==> images/met2.png <==
Drawn at 10 px/µm. Cells faint in the background.
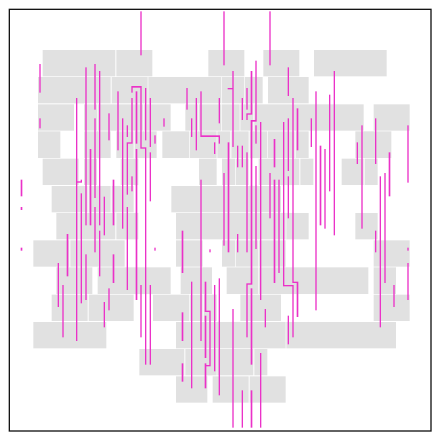
==> images/zoom.png <==
Window x 22 to 42, y 22 to 42 µm. Cells in grey, sequential cells in the stronger grey; small squares are vias.
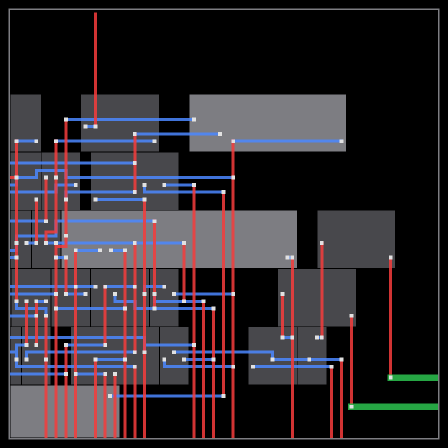
==> images/metal_stack.png <==
Drawn at 12 px/µm. Only two layers are drawn.
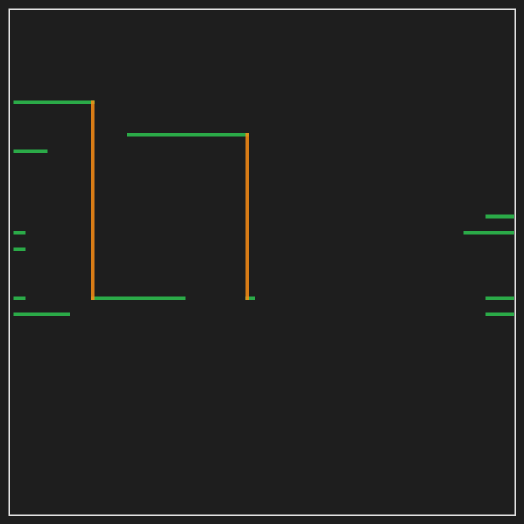
==> src/rtl/four_to_two_encoder_if.sv <==
// Purpose : Handshake bundle for the one-hot to binary encoder.
// Ports   : producer side  - in_valid, in_ready, W, X, Y, Z
//           consumer side  - out_valid, out_ready, A, B, out_err
//           master modport is the environment (drives words in, accepts
//           results); slave modport is the encoder itself.
interface four_to_two_encoder_if;
    logic in_valid;
    logic in_ready;
    logic W;
    logic X;
    logic Y;
    logic Z;
    logic out_valid;
    logic out_ready;
    logic A;
    logic B;
    logic out_err;

    modport master (
        output in_valid, W, X, Y, Z, out_ready,
        input  in_ready, out_valid, A, B, out_err
    );

    modport slave (
        input  in_valid, W, X, Y, Z, out_ready,
        output in_ready, out_valid, A, B, out_err
    );
endinterface

==> src/rtl/four_to_two_encoder.sv <==
// Purpose : Encodes a one-hot word {W,X,Y,Z} into a 2-bit code {A,B} with an
//           error flag for non-one-hot input, buffers results in a 2-entry
//           in-order FIFO and keeps a saturating count of erroneous words.
// Ports   : clk       - rising-edge clock
//           rst       - synchronous active-high reset
//           bus       - slave side of four_to_two_encoder_if (valid/ready
//                       handshakes on input and output)
//           err_count - saturating count of accepted words flagged out_err
module four_to_two_encoder #(
    parameter int ERR_CNT_W = 4
) (
    input  logic                 clk,
    input  logic                 rst,
    four_to_two_encoder_if.slave bus,
    output logic [ERR_CNT_W-1:0] err_count
);

    typedef enum logic [1:0] {
        EMPTY = 2'd0,
        ONE   = 2'd1,
        TWO   = 2'd2
    } occ_t;

    typedef struct packed {
        logic [1:0] code;
        logic       err;
    } word_t;

    occ_t  state;
    occ_t  state_nxt;
    word_t head;
    word_t tail;
    word_t in_word;
    logic  push;
    logic  pop;

    // Highest set line wins; anything other than exactly one set line
    // (including all-zero, which encodes 00) is flagged as an error.
    function automatic word_t encode(input logic w, input logic x,
                                     input logic y, input logic z);
        word_t r;
        casez ({w, x, y, z})
            4'b???1: r.code = 2'b11;
            4'b??10: r.code = 2'b10;
            4'b?100: r.code = 2'b01;
            default: r.code = 2'b00;
        endcase
        case ({w, x, y, z})
            4'b1000, 4'b0100, 4'b0010, 4'b0001: r.err = 1'b0;
            default:                            r.err = 1'b1;
        endcase
        return r;
    endfunction

    function automatic logic [ERR_CNT_W-1:0] sat_inc(input logic [ERR_CNT_W-1:0] v);
        if (&v) begin
            return v;
        end
        return v + {{(ERR_CNT_W-1){1'b0}}, 1'b1};
    endfunction

    assign in_word = encode(bus.W, bus.X, bus.Y, bus.Z);

    // Handshakes; in_ready already carries the reset gate, so no push can
    // land during reset, and pops are blocked explicitly.
    assign push = bus.in_valid && bus.in_ready;
    assign pop  = bus.out_valid && bus.out_ready && !rst;

    // Occupancy state register
    always_ff @(posedge clk) begin
        if (rst) begin
            state <= EMPTY;
        end else begin
            state <= state_nxt;
        end
    end

    // Occupancy next state
    always_comb begin
        state_nxt = state;
        case (state)
            EMPTY:   if (push) state_nxt = ONE;
            ONE: begin
                if (push && !pop)      state_nxt = TWO;
                else if (!push && pop) state_nxt = EMPTY;
            end
            TWO:     if (pop) state_nxt = ONE;
            default: state_nxt = EMPTY;
        endcase
    end

    // Outputs; when empty the result lines are forced low so no stale
    // storage content is ever visible (storage itself is not reset).
    always_comb begin
        bus.in_ready  = !rst && (state != TWO);
        bus.out_valid = (state != EMPTY);
        bus.A         = 1'b0;
        bus.B         = 1'b0;
        bus.out_err   = 1'b0;
        if (state != EMPTY) begin
            bus.A       = head.code[1];
            bus.B       = head.code[0];
            bus.out_err = head.err;
        end
    end

    // FIFO storage: head is the oldest word, tail the second one.
    always_ff @(posedge clk) begin
        if (push && ((state == EMPTY) || ((state == ONE) && pop))) begin
            head <= in_word;
        end else if (pop && (state == TWO)) begin
            head <= tail;
        end
        if (push && (state == ONE) && !pop) begin
            tail <= in_word;
        end
    end

    // Error count is taken at accept time, not when the word leaves.
    always_ff @(posedge clk) begin
        if (rst) begin
            err_count <= '0;
        end else if (push && in_word.err) begin
            err_count <= sat_inc(err_count);
        end
    end

endmodule

==> src/flat_wrapper.sv <==
// flat-port wrapper written by rule: the top's interface ports become plain ports
module four_to_two_encoder_flat 
#(
    parameter int ERR_CNT_W = 4
)
  (clk, rst, err_count, bus_in_valid, bus_W, bus_X, bus_Y, bus_Z, bus_out_ready, bus_in_ready, bus_out_valid, bus_A, bus_B, bus_out_err);
  four_to_two_encoder_if bus_i ();
  input  logic clk;
  input  logic rst;
  output logic [ERR_CNT_W-1:0] err_count;
  input wire logic [$bits(bus_i.in_valid)-1:0] bus_in_valid;
  input wire logic [$bits(bus_i.W)-1:0] bus_W;
  input wire logic [$bits(bus_i.X)-1:0] bus_X;
  input wire logic [$bits(bus_i.Y)-1:0] bus_Y;
  input wire logic [$bits(bus_i.Z)-1:0] bus_Z;
  input wire logic [$bits(bus_i.out_ready)-1:0] bus_out_ready;
  output wire logic [$bits(bus_i.in_ready)-1:0] bus_in_ready;
  output wire logic [$bits(bus_i.out_valid)-1:0] bus_out_valid;
  output wire logic [$bits(bus_i.A)-1:0] bus_A;
  output wire logic [$bits(bus_i.B)-1:0] bus_B;
  output wire logic [$bits(bus_i.out_err)-1:0] bus_out_err;
  assign bus_i.in_valid = bus_in_valid;
  assign bus_i.W = bus_W;
  assign bus_i.X = bus_X;
  assign bus_i.Y = bus_Y;
  assign bus_i.Z = bus_Z;
  assign bus_i.out_ready = bus_out_ready;
  assign bus_in_ready = bus_i.in_ready;
  assign bus_out_valid = bus_i.out_valid;
  assign bus_A = bus_i.A;
  assign bus_B = bus_i.B;
  assign bus_out_err = bus_i.out_err;
  four_to_two_encoder #(.ERR_CNT_W(ERR_CNT_W)) u_core (.clk(clk), .rst(rst), .bus(bus_i), .err_count(err_count));
endmodule
==> config.mk <==
export PLATFORM = sky130hd
export DESIGN_NAME = four_to_two_encoder_flat
export DESIGN_NICKNAME = d
export VERILOG_FILES = /design/src/rtl/four_to_two_encoder_if.sv /design/src/rtl/four_to_two_encoder.sv /design/src/flat_wrapper.sv
export SDC_FILE = /design/constraint.sdc
export NUM_CORES = 1
export LEC_CHECK = 0
export CAP_MARGIN = 20
export CORE_MARGIN = 2
export CORE_UTILIZATION = 45
export CTS_CLUSTER_DIAMETER = 30
export DETAILED_ROUTE_END_ITERATION = 8
export MAX_ROUTING_LAYER = met4
export PLACE_DENSITY = 0.85
export SYNTH_ARGS = -nofsm -noshare
export SYNTH_HDL_FRONTEND = slang
export SYNTH_SLANG_ARGS = --single-unit
==> constraint.sdc <==
create_clock -name clk -period 3.7 [get_ports clk]
set_clock_uncertainty 0.2 [all_clocks]
set_input_delay 0.37 -clock clk [delete_from_list [all_inputs] [get_ports clk]]
set_output_delay 0.37 -clock clk [all_outputs]
set_load 0.05 [all_outputs]
==> reports/qor.json <==
{
  "yosysTopAreaCell": "sky130_fd_sc_hd__edfxtp_1",
  "floorplan.core_area_um2": 1330,
  "fin_crit_sh": 0.684,
  "yosys-stat-cells": 64,
  "yosys.area.top_type_share": 0.277,
  "layout.cells.most_common": "sky130_fd_sc_hd__clkdlybuf4s50_1",
  "final_layout_top_logic_cells": "sky130_fd_sc_hd__clkdlybuf4s50_1, sky130_fd_sc_hd__nor2b_1, sky130_fd_sc_hd__dfxtp_1, sky130_fd_sc_hd__edfxtp_1, sky130_fd_sc_hd__nor2_1",
  "cts_resized": 0,
  "crit_fanout": 12,
  "cts_inserted_buffers": 3,
  "final-seq-area_um2": 300,
  "timing.final.hold_violations": 0,
  "design.die.area_um2": 1770,
  "die.size.y_um": 42.0,
  "hold_buffers": 0,
  "r2r_cells": 4,
  "final-nonclk-buf-share": 0.188,
  "nets": 93,
  "flop-count": 12,
  "syn_inst": 64,
  "num-clock-buffers": 3,
  "grt.met2_usage": 0.313,
  "avgSynthCellArea_um2": 10.2,
  "inv_count": 4,
  "pre_cts_ws_ns": 1.17,
  "globalRouteTotalUtil": 0.184,
  "sh_comb_area": 0.389,
  "groute.layer.met1.usage": 0.203,
  "detail-route-antenna-nets": 0,
  "cts_max_path_buffers": 2,
  "status": "finished clean",
  "seqAreaFraction": 0.352,
  "wl_per_cell_um": 14.1,
  "clock_sinks": 12,
  "via_count_of_the_first_global_routing_pass": 505,
  "die.size.x_um": 42.0,
  "period_minus_slack_ns": 2.53,
  "grt_max_degree": 13,
  "max_freq_ghz": 0.395,
  "dpl-instance-area_um2": 826,
  "maxSlewHeadroom": 0.667,
  "worst_skew_pair.late_latency_ns": 0.28,
  "max_cap_violations": 0,
  "clk_pin_slew_worst_paths_ns": 0.08,
  "warnings": 26,
  "worst_slew_pin_slew_ns": 0.498,
  "grt_pass1_wl_um": 2350,
  "hp-start": "u_core.err_count[0]",
  "io-pin-count": 17
}
Notes on met2.png above:
wire length on this layer	715 µm
share of all routed wire	52%
main direction	vertical
nets with wire on the layer	84
longest straight run	24.1 µm

Notes on zoom.png above:
layer	colour
met1	blue
met3	green
met2	red
most frequent	nand2_1 (3), clkdlybuf4s50_1 (3)
cells with their middle in the window	19
sequential cells in the window	2
netlist names of flops here include	u_core.head (1), u_core.state (1)

Notes on metal_stack.png above:
layer	colour	wire length
met3	green	43.2 µm
met4	orange	29.9 µm

-- cells in the mapped netlist (all sizes together) --
library cell	number
inv	4
nor2b	6
a21oi	2
a21o	2
and4bb	1
dfxtp	6
nand2	5
a21boi	1
nor2	5
mux2	4
clkbuf	1
xor2	1
o21ai	1
mux2i	2
edfxtp	6
a211oi	2
nor3	2
nand3	2
and3	1
ha	1
nor3b	1
nand2b	4
a31oi	1
nor4b	2
and4b	1
-- critical path, cell delays in order --
cell                              delay [ns]
sky130_fd_sc_hd__clkdlybuf4s50_1        0.60
sky130_fd_sc_hd__nor2_1                 0.18
sky130_fd_sc_hd__clkdlybuf4s50_1        0.81
-- how the worst max path moves through the flow --
stage / slack (ns) / startpoint / depth (start not counted) / endpoint
5_1_grt: 1.11 / rst / 3 / bus_in_ready
6_report: 1.17 / rst / 3 / bus_in_ready
3_3_place_gp: 1.21 / rst / 3 / bus_in_ready
3_5_place_dp: 1.17 / rst / 3 / bus_in_ready
2_1_floorplan: 1.78 / u_core.err_count[0] / 5 / u_core.err_count[1]
4_1_cts: 1.17 / rst / 3 / bus_in_ready
-- cells by family (layout without fill, tap and decap cells) --
group / after synthesis / count (layout) / synth area share
xor gates and xnor gates: 1 / 1 / 0.0135
and+or+nand+nor: 30 / 30 / 0.271
adders and majority gates: 1 / 1 / 0.0192
DFF: 12 / 12 / 0.462
buffers and inverters: 5 / 24 / 0.0288
muxes: 6 / 6 / 0.106
AOI/OAI and AO/OA: 9 / 9 / 0.100
-- sequential cells by signal (all words and copies together), names as in the netlist --
register	flops
u_core.err_count	4
u_core.head	3
u_core.tail	3
u_core.state	2
-- power by group --
part	switching, mW	internal (mW)
Combinational	0.0478	0.0327
Sequential	0.00564	0.147
Clock	0.0487	0.0392
Power and IR drop assume default switching activity.
